Signal wires on met1:
The bar under the picture is 20 um long. Supply wires on this layer in grey.
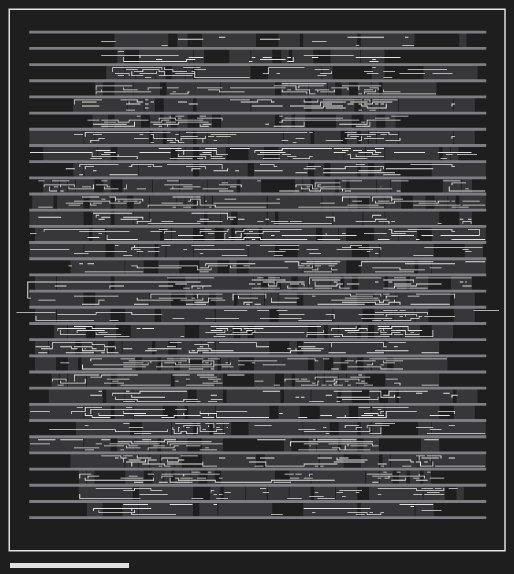
Track usage over the die:
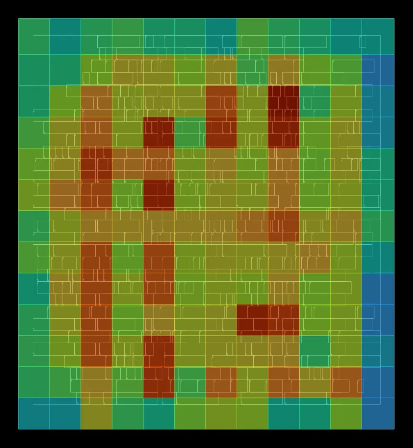
Cells by drive strength:
The bar under the picture is 20 um long.
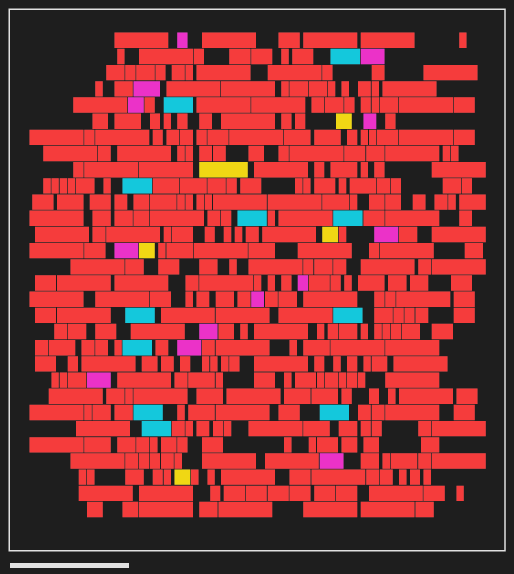
$ cat config.mk
export PLATFORM = sky130hd
export DESIGN_NAME = vericade_btn_conditioner
export DESIGN_NICKNAME = d
export VERILOG_FILES = /design/src/rtl/vericade_btn_conditioner.sv
export SDC_FILE = /design/constraint.sdc
export NUM_CORES = 1
export LEC_CHECK = 0
export ABC_CLOCK_PERIOD_IN_PS = 5200
export CORE_ASPECT_RATIO = 1.1
export CORE_MARGIN = 3
export CORE_UTILIZATION = 66
export CTS_BUF_LIST = sky130_fd_sc_hd__clkbuf_2 sky130_fd_sc_hd__clkbuf_4 sky130_fd_sc_hd__clkbuf_8
export CTS_CLUSTER_SIZE = 14
export DETAILED_ROUTE_END_ITERATION = 8
export PLACE_DENSITY = 0.85
export RECOVER_POWER = 25
export REMOVE_ABC_BUFFERS = 1
export SLEW_MARGIN = 20
export SYNTH_ARGS = -nofsm -noshare
export SYNTH_HDL_FRONTEND = slang
export SYNTH_SLANG_ARGS = --single-unit
$ cat constraint.sdc
create_clock -name clk -period 5.2 [get_ports clk]
set_clock_uncertainty 0.05 [all_clocks]
set_input_delay 1.3 -clock clk [delete_from_list [all_inputs] [get_ports clk]]
set_output_delay 1.3 -clock clk [all_outputs]
set_load 0.01 [all_outputs]
$ cat src/rtl/vericade_btn_conditioner.sv
// Vericade push-button conditioner.
// Each button passes through a two-flop synchroniser and a counter debouncer.
// The debounced level produces one-cycle press and release pulses. Buttons
// enabled in REPEAT_MASK also auto-repeat while held.
// A clr request starts a lockout. The lockout suppresses every pulse until all
// buttons have been let go, so a button held across a game switch is never
// seen by the newly selected game.
module vericade_btn_conditioner #(
   parameter int                 NUM_BTN         = 5,
   parameter int                 DEBOUNCE_CYCLES = 16,
   parameter int                 REPEAT_DELAY    = 64,
   parameter int                 REPEAT_PERIOD   = 32,
   parameter logic [NUM_BTN-1:0] REPEAT_MASK     = 5'b01111
) (
   input  logic               clk,
   input  logic               rst_n,
   input  logic [NUM_BTN-1:0] btn_raw,
   input  logic               clr,
   output logic [NUM_BTN-1:0] btn_level,
   output logic [NUM_BTN-1:0] btn_press,
   output logic [NUM_BTN-1:0] btn_release,
   output logic [NUM_BTN-1:0] btn_repeat,
   output logic               lockout
);

   // The debounce counter is sized to hold DEBOUNCE_CYCLES, so it never wraps.
   localparam int DW   = $clog2(DEBOUNCE_CYCLES + 1);
   localparam int RMAX = (REPEAT_DELAY > REPEAT_PERIOD) ? REPEAT_DELAY : REPEAT_PERIOD;
   localparam int RW   = $clog2(RMAX + 1);

   localparam logic [DW-1:0] DEB_LAST = DW'(DEBOUNCE_CYCLES - 1);
   localparam logic [RW-1:0] DLY_LAST = RW'(REPEAT_DELAY - 1);
   localparam logic [RW-1:0] PER_LAST = RW'(REPEAT_PERIOD - 1);

   typedef enum logic [1:0] {
      RPT_IDLE   = 2'd0,
      RPT_DELAY  = 2'd1,
      RPT_REPEAT = 2'd2
   } rpt_state_t;

   logic [NUM_BTN-1:0] sync1_r;
   logic [NUM_BTN-1:0] sync2_r;
   logic [NUM_BTN-1:0] level_s;
   logic               lockout_r;
   logic               lock_nxt_s;

   // Two-flop synchroniser for the asynchronous button inputs.
   always_ff @(posedge clk or negedge rst_n) begin
      if (!rst_n) begin
         sync1_r <= '0;
         sync2_r <= '0;
      end else begin
         sync1_r <= btn_raw;
         sync2_r <= sync1_r;
      end
   end

   // Next lockout value.
   // Lockout enters on clr and leaves once every debounced level reads 0.
   // A clr that arrives while lockout is already set has no effect.
   always_comb begin
      lock_nxt_s = lockout_r;
      if (lockout_r) begin
         if (level_s == '0) begin
            lock_nxt_s = 1'b0;
         end else begin
            lock_nxt_s = 1'b1;
         end
      end else begin
         if (clr) begin
            lock_nxt_s = 1'b1;
         end else begin
            lock_nxt_s = 1'b0;
         end
      end
   end

   // Lockout register.
   always_ff @(posedge clk or negedge rst_n) begin
      if (!rst_n) begin
         lockout_r <= 1'b0;
      end else begin
         lockout_r <= lock_nxt_s;
      end
   end

   assign lockout   = lockout_r;
   assign btn_level = level_s;

   for (genvar i = 0; i < NUM_BTN; i++) begin : g_btn
      localparam logic RPT_EN = REPEAT_MASK[i];

      logic [DW-1:0] deb_cnt_r;
      logic [DW-1:0] deb_cnt_nxt_s;
      logic          level_r;
      logic          level_nxt_s;
      logic          rise_s;
      logic          fall_s;
      rpt_state_t    rpt_state_r;
      logic [RW-1:0] rpt_cnt_r;
      logic          press_r;
      logic          release_r;
      logic          repeat_r;

      // Debounce decision.
      // The level flips only after DEBOUNCE_CYCLES consecutive disagreeing samples.
      always_comb begin
         deb_cnt_nxt_s = '0;
         level_nxt_s   = level_r;
         if (sync2_r[i] != level_r) begin
            if (deb_cnt_r == DEB_LAST) begin
               level_nxt_s   = ~level_r;
               deb_cnt_nxt_s = '0;
            end else begin
               deb_cnt_nxt_s = deb_cnt_r + DW'(1);
            end
         end else begin
            deb_cnt_nxt_s = '0;
         end
      end

      assign rise_s = level_nxt_s & ~level_r;
      assign fall_s = ~level_nxt_s & level_r;

      // Debounce counter and debounced level register.
      always_ff @(posedge clk or negedge rst_n) begin
         if (!rst_n) begin
            deb_cnt_r <= '0;
            level_r   <= 1'b0;
         end else begin
            deb_cnt_r <= deb_cnt_nxt_s;
            level_r   <= level_nxt_s;
         end
      end

      // Auto-repeat FSM and registered pulse outputs.
      // A release or lockout returns the FSM to idle with no repeat pulse that cycle.
      always_ff @(posedge clk or negedge rst_n) begin
         if (!rst_n) begin
            rpt_state_r <= RPT_IDLE;
            rpt_cnt_r   <= '0;
            press_r     <= 1'b0;
            release_r   <= 1'b0;
            repeat_r    <= 1'b0;
         end else begin
            press_r   <= rise_s & ~lock_nxt_s;
            release_r <= fall_s & ~lock_nxt_s;
            repeat_r  <= 1'b0;
            if (lock_nxt_s || !RPT_EN || fall_s) begin
               rpt_state_r <= RPT_IDLE;
               rpt_cnt_r   <= '0;
            end else begin
               case (rpt_state_r)
                  RPT_IDLE: begin
                     rpt_cnt_r <= '0;
                     if (rise_s) begin
                        rpt_state_r <= RPT_DELAY;
                     end else begin
                        rpt_state_r <= RPT_IDLE;
                     end
                  end
                  RPT_DELAY: begin
                     if (rpt_cnt_r == DLY_LAST) begin
                        press_r     <= 1'b1;
                        repeat_r    <= 1'b1;
                        rpt_state_r <= RPT_REPEAT;
                        rpt_cnt_r   <= '0;
                     end else begin
                        rpt_cnt_r <= rpt_cnt_r + RW'(1);
                     end
                  end
                  RPT_REPEAT: begin
                     if (rpt_cnt_r == PER_LAST) begin
                        press_r   <= 1'b1;
                        repeat_r  <= 1'b1;
                        rpt_cnt_r <= '0;
                     end else begin
                        rpt_cnt_r <= rpt_cnt_r + RW'(1);
                     end
                  end
                  default: begin
                     rpt_state_r <= RPT_IDLE;
                     rpt_cnt_r   <= '0;
                  end
               endcase
            end
         end
      end

      assign level_s[i]     = level_r;
      assign btn_press[i]   = press_r;
      assign btn_release[i] = release_r;
      assign btn_repeat[i]  = repeat_r;
   end

endmodule

==> flow_metrics.env <==
# physical design summary
export IMPL_fin_cells=495
export IMPL_vias=2805
export IMPL_period_needed_ns=3.26
export IMPL_place_area_mm2=0.00452
export IMPL_antenna_found_initial=0
export IMPL_status="complete, but fails checks"
export IMPL_ant_nets=0
export IMPL_violations="max-capacitance violations, max-slew violations"
export IMPL_io_buffers=27
export IMPL_ys_types=40
export IMPL_synth_area_mm2=0.00431
export IMPL_postLayoutCellArea_mm2=0.00470
export IMPL_fp_util=0.688
export IMPL_post_cts_resized=0
export IMPL_maxCapViolCount=1
export IMPL_inverters=15
export IMPL_die_y_um=90.8
export IMPL_crit_type="in2async"
export IMPL_cts_buffer_depth=2
export IMPL_drv_slew=45
export IMPL_cts_max_level=3
export IMPL_crit_required_ns=5.59
export IMPL_top_cells_by_area="dfrtp_1 (53%), ha_1 (7.0%), xor2_1 (5.1%), nor2_1 (3.6%), buf_4 (3.5%)"
export IMPL_async_flop_share=1.00
export IMPL_area_growth_pct=8.91
export IMPL_rows=30
export IMPL_routed_wirelength_um=7250
export IMPL_pre_cts_ws_ns=2.17
export IMPL_cp_cell_sequence="clkbuf_1 > buf_4"
export IMPL_postSynthSeqShare=0.528
export IMPL_clkCellAreaFrac=0.0392
export IMPL_ys_ff=91
export IMPL_cts_tree="built"
export IMPL_rsz0062_at_grt="no"
export IMPL_worstSetupEndpointType="asynchronous set/reset pin"
export IMPL_tool_warnings=36
export IMPL_n_fill_cell=414
export IMPL_setup_violations=0
export IMPL_overflow=0
## Picture notes: 'signal wires on met1'
share of all routed wire	45%
wire length on this layer	3240 um
nets with wire on the layer	396
longest straight run	29.0 um
main direction	horizontal

## Picture notes: 'track usage over the die'
met3 Use GR: 0.0438
met2 usage: 0.353
Util after Layout: 0.749
post-DR wirelength/cell: 14.6 um

## Picture notes: 'cells by drive strength'
size	colour	cells	most used
x2	magenta	13	mux2_2
x1 and smaller	red	386	dfrtp_1
x6 and larger	cyan	11	clkbuf_8
x3 and x4	yellow	5	clkbuf_4

## per-stage QoR
| step | utilization | hold slack, ns |
|---|---|---|
| 6_report | 0.749 | 0.300 |
| 5_1_grt | 0.749 | 0.307 |
| 4_1_cts | 0.750 | 0.303 |
| 3_5_place_dp | 0.720 | 0.286 |
| 3_3_place_gp | 0.720 | 0.282 |
| 2_1_floorplan | - | 0.281 |
## power breakdown
group          leakage [nW]  internal [W]  switching (W)
combinational         0.790     0.0000306      0.0000660
clock                 0.101      0.000215       0.000221
sequential             1.23      0.000724      0.0000150
total                  2.12      0.000970       0.000302
## routing by layer
metal / GRT usage / part of all wire / vias up
met5: 0 / 0 / -
met4: 0.0954 / 0.022 / 0
met3: 0.0438 / 0.031 / 16
met2: 0.353 / 0.50 / 44
met1: 0.282 / 0.45 / 1372
li1: - / - / 1373
## worst paths after layout
path / to / start / cells after the start / slack [ns]
hold / removal: sync2_r[1]$_DFF_PN0_ / sync1_r[1]$_DFF_PN0_ / 0 / 0.30
setup / recovery: g_btn[1].rpt_cnt_r[2]$_DFF_PN0_ / rst_n / 2 / 1.94
setup reg to reg: g_btn[2].rpt_cnt_r[3]$_DFF_PN0_ / g_btn[2].rpt_cnt_r[0]$_DFF_PN0_ / 5 / 3.22
min in group asynchronous: g_btn[3].deb_cnt_r[4]$_DFF_PN0_ / rst_n / 1 / 1.58
hold reg to reg: sync2_r[1]$_DFF_PN0_ / sync1_r[1]$_DFF_PN0_ / 0 / 0.30
max in group clk: btn_level[0] / g_btn[0].level_r$_DFF_PN0_ / 1 / 2.45
## cell families (layout without fill, tap and decap cells)
| group | Yosys count | after routing | share of synthesized area |
|---|---|---|---|
| other | 1 | 1 | 0.000870 |
| adder cells (fa/ha/maj) | 24 | 24 | 0.0696 |
| multiplexers | 15 | 15 | 0.0366 |
| flip-flops | 91 | 91 | 0.528 |
| AND-OR/OR-AND | 27 | 27 | 0.0406 |
| XOR/XNOR | 33 | 33 | 0.0670 |
| AND/OR/NAND/NOR | 165 | 165 | 0.204 |
| buffers and inverters | 40 | 59 | 0.0528 |
## sequential cells by signal, indices dropped and copies added (netlist names)
name and cells:
g_btn.deb_cnt_r 25, g_btn.rpt_state_r 8, g_btn.press_r 5, g_btn.level_r 5, g_btn.release_r 5, sync1_r 5
lockout 1, g_btn.rpt_cnt_r 28, sync2_r 5, g_btn.repeat_r 4
## placed cells by master, fill, tap and decap left out, types with 2 or more instances in the layout
cell,netlist,routed
clkinv_2,0,2
nor3b_1,4,4
and4b_1,6,6
nand3_1,21,21
o21ai_0,4,4
a21oi_1,10,10
a31oi_1,8,8
dfrtp_1,91,91
nand4_1,10,10
nor4_1,3,3
xnor2_1,8,8
mux2i_1,9,9
clkdlybuf4s50_1,0,26
and2_1,8,2
or3_1,3,3
nor3_1,17,17
nand2b_1,6,6
xor2_1,25,25
nand3b_1,8,8
nor2_1,41,41
inv_1,15,15
and4_1,2,2
mux2_2,6,6
and3_1,3,3
clkbuf_4,0,3
or2_2,2,2
clkbuf_8,0,11
ha_1,24,24
and2_0,0,6
nand2_1,23,23
nor2b_1,3,3
Power figures rest on the tool's default switching activity, not on a simulated workload.
